[config.mk]
export PLATFORM = sky130hd
export DESIGN_NAME = hazard_fwd_ctrl
export DESIGN_NICKNAME = d
export VERILOG_FILES = /design/src/rtl/hazard_fwd_ctrl.sv
export SDC_FILE = /design/constraint.sdc
export NUM_CORES = 1
export LEC_CHECK = 0
export ABC_AREA = 1
export CAP_MARGIN = 10
export CORE_MARGIN = 1
export CORE_UTILIZATION = 57
export CTS_CLUSTER_DIAMETER = 120
export CTS_CLUSTER_SIZE = 25
export DETAILED_ROUTE_END_ITERATION = 8
export PLACE_DENSITY = 0.85
export SLEW_MARGIN = 20
export SYNTH_ARGS = -nofsm -noshare
export SYNTH_HDL_FRONTEND = slang
export SYNTH_SLANG_ARGS = --single-unit
[constraint.sdc]
create_clock -name clk -period 4.48 [get_ports clk]
set_clock_uncertainty 0.05 [all_clocks]
set_input_delay 1.12 -clock clk [delete_from_list [all_inputs] [get_ports clk]]
set_output_delay 1.12 -clock clk [all_outputs]
set_load 0.02 [all_outputs]
[src/rtl/hazard_fwd_ctrl.sv]
// Purpose: unified hazard detection and forwarding control for the 5-stage MIPS pipe
//          (load-use/branch stalls, EX/ID forwarding selects, IF flush, memory freeze).
// Latency: all control outputs are combinational from the shadow tags and current ID inputs;
//          shadow tags and stall_cnt update on the rising clk edge.
// Backpressure: mem_ready low during a MEM load/store freezes every stage; the tags hold.
// Optional feature: define HZ_ID_FWD_EN to enable ID-stage forwarding for branch operands,
//          which shortens ALU->branch stalls to one bubble.
module hazard_fwd_ctrl #(
    parameter int AW   = 5,
    parameter int NSRC = 2,
    parameter int CNTW = 16
) (
    input  logic                 clk,
    input  logic                 rst,
    input  logic                 id_valid,
    input  logic [NSRC*AW-1:0]   id_src,
    input  logic [NSRC-1:0]      id_src_used,
    input  logic [AW-1:0]        id_rd,
    input  logic                 id_regwrite,
    input  logic                 id_memread,
    input  logic                 id_memwrite,
    input  logic                 id_branch,
    input  logic                 id_taken,
    input  logic                 mem_ready,
    output logic                 pc_write,
    output logic                 ifid_write,
    output logic                 bubble,
    output logic                 if_flush,
    output logic                 pipe_freeze,
    output logic [NSRC*2-1:0]    fwd_ex_sel,
    output logic [NSRC*2-1:0]    fwd_id_sel,
    output logic [CNTW-1:0]      stall_cnt
);

    // ------------------------------------------------------------------
    // Shadow destination tags for the EX, MEM and WB stages
    // ------------------------------------------------------------------
    logic                 ex_v;
    logic [AW-1:0]        ex_rd;
    logic [NSRC*AW-1:0]   ex_src;
    logic [NSRC-1:0]      ex_used;
    logic                 ex_rw;
    logic                 ex_mr;
    logic                 ex_mw;

    logic                 mem_v;
    logic [AW-1:0]        mem_rd;
    logic                 mem_rw;
    logic                 mem_mr;
    logic                 mem_mw;

    logic                 wb_v;
    logic [AW-1:0]        wb_rd;
    logic                 wb_rw;

    logic                 freeze;
    logic                 stall;
    logic [NSRC-1:0]      op_stall;
    logic                 id_rw_eff;

    // A stage producing register r: valid, writing, and r is not the hardwired zero.
    function automatic logic tag_match(input logic          v,
                                       input logic          rw,
                                       input logic [AW-1:0] rd,
                                       input logic [AW-1:0] r);
        return v & rw & (rd == r) & (r != '0);
    endfunction

    // Writes to r0 are folded into rw=0 at capture so they never look like producers.
    assign id_rw_eff = id_regwrite & (id_rd != '0);

    // Data memory still busy with the access sitting in MEM.
    assign freeze = mem_v & (mem_mr | mem_mw) & ~mem_ready;

    // ------------------------------------------------------------------
    // Per-operand hazard and forwarding decode
    // ------------------------------------------------------------------
    for (genvar g = 0; g < NSRC; g++) begin : g_src
        logic [AW-1:0] id_s;
        logic [AW-1:0] ex_s;
        logic          ex_hit;
        logic          mem_hit;
        logic          br_mem_hit;
        logic          exs_mem_hit;
        logic          exs_wb_hit;

        assign id_s = id_src[g*AW +: AW];
        assign ex_s = ex_src[g*AW +: AW];

        // Producers of the ID operand that are still in flight.
        assign ex_hit  = tag_match(ex_v,  ex_rw,  ex_rd,  id_s);
        assign mem_hit = tag_match(mem_v, mem_rw, mem_rd, id_s);

        // Producers of the operand of the instruction now in EX.
        assign exs_mem_hit = tag_match(mem_v, mem_rw, mem_rd, ex_s);
        assign exs_wb_hit  = tag_match(wb_v,  wb_rw,  wb_rd,  ex_s);

`ifdef HZ_ID_FWD_EN
        logic id_wb_hit;
        assign id_wb_hit = tag_match(wb_v, wb_rw, wb_rd, id_s);

        // With ID forwarding only a load in MEM is too late for the branch compare.
        assign br_mem_hit = mem_hit & mem_mr;

        // ID branch operand select: MEM/WB result ahead of the regfile, MEM first.
        assign fwd_id_sel[g*2 +: 2] = (id_src_used[g] & mem_hit & ~mem_mr) ? 2'b01 :
                                      id_wb_hit                            ? 2'b10 :
                                                                             2'b00;
`else
        // Without ID forwarding any MEM producer must reach the regfile first.
        assign br_mem_hit = mem_hit;
        assign fwd_id_sel[g*2 +: 2] = 2'b00;
`endif

        // Load-use in EX, or an in-flight producer of a branch operand.
        assign op_stall[g] = id_src_used[g] &
                             ((ex_hit & ex_mr) | (id_branch & (ex_hit | br_mem_hit)));

        // EX operand select: MEM result (if not a load) beats WB result.
        assign fwd_ex_sel[g*2 +: 2] = (ex_used[g] & exs_mem_hit & ~mem_mr) ? 2'b01 :
                                      exs_wb_hit                           ? 2'b10 :
                                                                             2'b00;
    end

    assign stall = id_valid & (|op_stall);

    // ------------------------------------------------------------------
    // Pipeline control outputs: freeze beats stall, stall beats flush
    // ------------------------------------------------------------------
    always_comb begin
        pc_write    = 1'b1;
        ifid_write  = 1'b1;
        bubble      = 1'b0;
        if_flush    = 1'b0;
        pipe_freeze = 1'b0;
        if (freeze) begin
            pc_write    = 1'b0;
            ifid_write  = 1'b0;
            pipe_freeze = 1'b1;
        end else if (stall) begin
            pc_write    = 1'b0;
            ifid_write  = 1'b0;
            bubble      = 1'b1;
        end else if (id_valid & id_taken) begin
            if_flush    = 1'b1;
        end
    end

    // Shadow pipeline advance; a stalled ID slot enters EX as an invalid bubble.
    always_ff @(posedge clk or posedge rst) begin
        if (rst) begin
            ex_v    <= 1'b0;
            ex_rd   <= '0;
            ex_src  <= '0;
            ex_used <= '0;
            ex_rw   <= 1'b0;
            ex_mr   <= 1'b0;
            ex_mw   <= 1'b0;
            mem_v   <= 1'b0;
            mem_rd  <= '0;
            mem_rw  <= 1'b0;
            mem_mr  <= 1'b0;
            mem_mw  <= 1'b0;
            wb_v    <= 1'b0;
            wb_rd   <= '0;
            wb_rw   <= 1'b0;
        end else if (!freeze) begin
            ex_v    <= id_valid & ~stall;
            ex_rd   <= id_rd;
            ex_src  <= id_src;
            ex_used <= id_src_used;
            ex_rw   <= id_rw_eff;
            ex_mr   <= id_memread;
            ex_mw   <= id_memwrite;
            mem_v   <= ex_v;
            mem_rd  <= ex_rd;
            mem_rw  <= ex_rw;
            mem_mr  <= ex_mr;
            mem_mw  <= ex_mw;
            wb_v    <= mem_v;
            wb_rd   <= mem_rd;
            wb_rw   <= mem_rw;
        end
    end

    // Saturating count of cycles lost to stalls or memory freeze.
    always_ff @(posedge clk or posedge rst) begin
        if (rst) begin
            stall_cnt <= '0;
        end else if ((stall | freeze) && (stall_cnt != {CNTW{1'b1}})) begin
            stall_cnt <= stall_cnt + 1'b1;
        end
    end

endmodule

layer_met1.png
The bar under the picture is 20 microns long. Supply wires on this layer in grey.
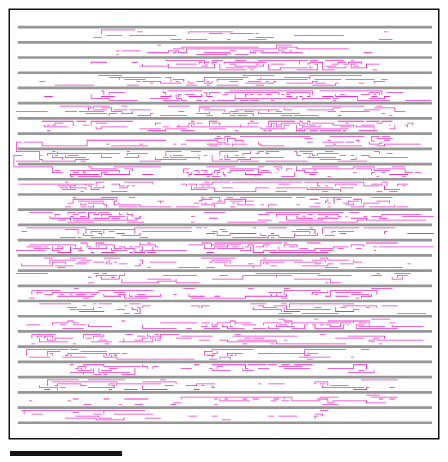
nets with wire on the layer	473
main direction	horizontal

==> notes.md <==
Summary of implementation figures.

Worst setup path
Walking the worst path, the cells encountered are clkdlybuf4s50_1, inv_1, nand2_1, nand2_1, nor2_1, nand3_1, nand2_1, nand2_1, nand2_1, nand2_1, nor2_1, clkdlybuf4s50_1. The endpoint class of the critical path is an output pin. The peak per-stage delay on the critical path is around 600 ps.

The worst setup path endpoint is bubble. The capture point of the worst reg-to-reg path is stall_cnt[10]. Counting buffers and inverters, the worst setup path is 12 cells deep. The worst reg-to-reg path cell count is 9. The cell that appears most often on the critical path is sky130_fd_sc_hd__nand2_1. The type of origin of the critical path is an input pin. The worst setup path is of the input pin to output pin kind.

The required time at the endpoint of the critical path is 3310 ps.

Routing
The vias per cell is 5.39. The detailed-routed wire length on met3 is 436 microns. The met1 layer wirelength in the final routing is 3190 microns. For this run, design rule violations remaining after detail routing come to 0.

Clocking
The post-CTS resize count is 0. The skew report gives the latency at the later pin of the worst-skew pair as between 300 and 400 ps. The maximum level of the CTS H-tree is 2.

Min path
The worst hold path passes through 2 cells. Looking at hold timing, the worst path starts from mem_mw. The path class of the lowest-slack min-delay path is register to register.

Timing
The number of hold-slack violations in the final timing report is 0. Of the available clock period, the critical path in the final layout requires 0.954. On the final layout, the worst hold slack is 445 ps.

Run status
The flow ran to the end, and the final reports show no timing, DRC or antenna violations.

Pwr
The peak ir drop on the vdd network is ~0.35 mV. The static leakage power is 0.00186 uW. The combinational group share of total power is 0.407. The power drawn by the clock network is 264 uW. The power dissipated by switching net loads is roughly 800 uW. Of the total power, registers draw 0.448.

Logic synthesis
For this run, the number of Yosys warnings is 0. The number of instances in the synthesized netlist is roughly 440. The register bit count reported by yosys is 53. The area share of the largest cell type after synthesis is 0.419. Summing every instance area after synthesis gives about 0.0032 sq mm. The area fraction in full adders, half adders and majority gates is 0.00396. The async set-or-reset flop fraction in the synthesized netlist is 1.00. The mean instance size in the synthesized netlist is slightly above 7 sq um.

GRT
The number of global-route vias before repair is ~2800. The first-pass GRT wire length is 12900 microns.

Layout
The clock buffer instance count of the final layout is 6. The final report lists a non-filler cell total of approximately 560. The number of fill cells is between 400 and 500.

Per the final layout report, the fraction of cells sized above drive strength 1 comes to 0.0611. The library cells used most frequently in the layout, excluding fill and tap cells, are sky130_fd_sc_hd__nand2_1, sky130_fd_sc_hd__dfrtp_1, sky130_fd_sc_hd__clkdlybuf4s50_1.

Place
The placement-stage cell area is roughly 0.0037 sq mm. Buffers placed on the I/O ports in this run total 50.
congestion.png
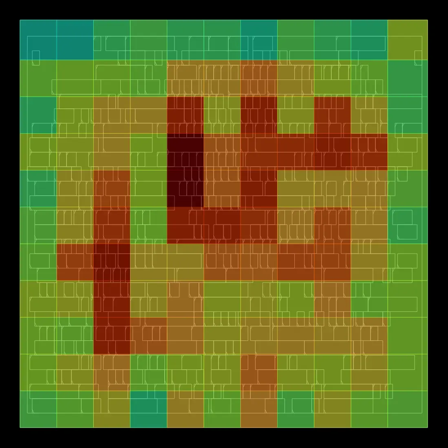
total routing resource utilization after global routing: 0.277
GRT met3 Usage: 0.0443
global routing usage on met1: 0.342
wire per inst: 13.7 microns

Power and IR drop assume default switching activity.
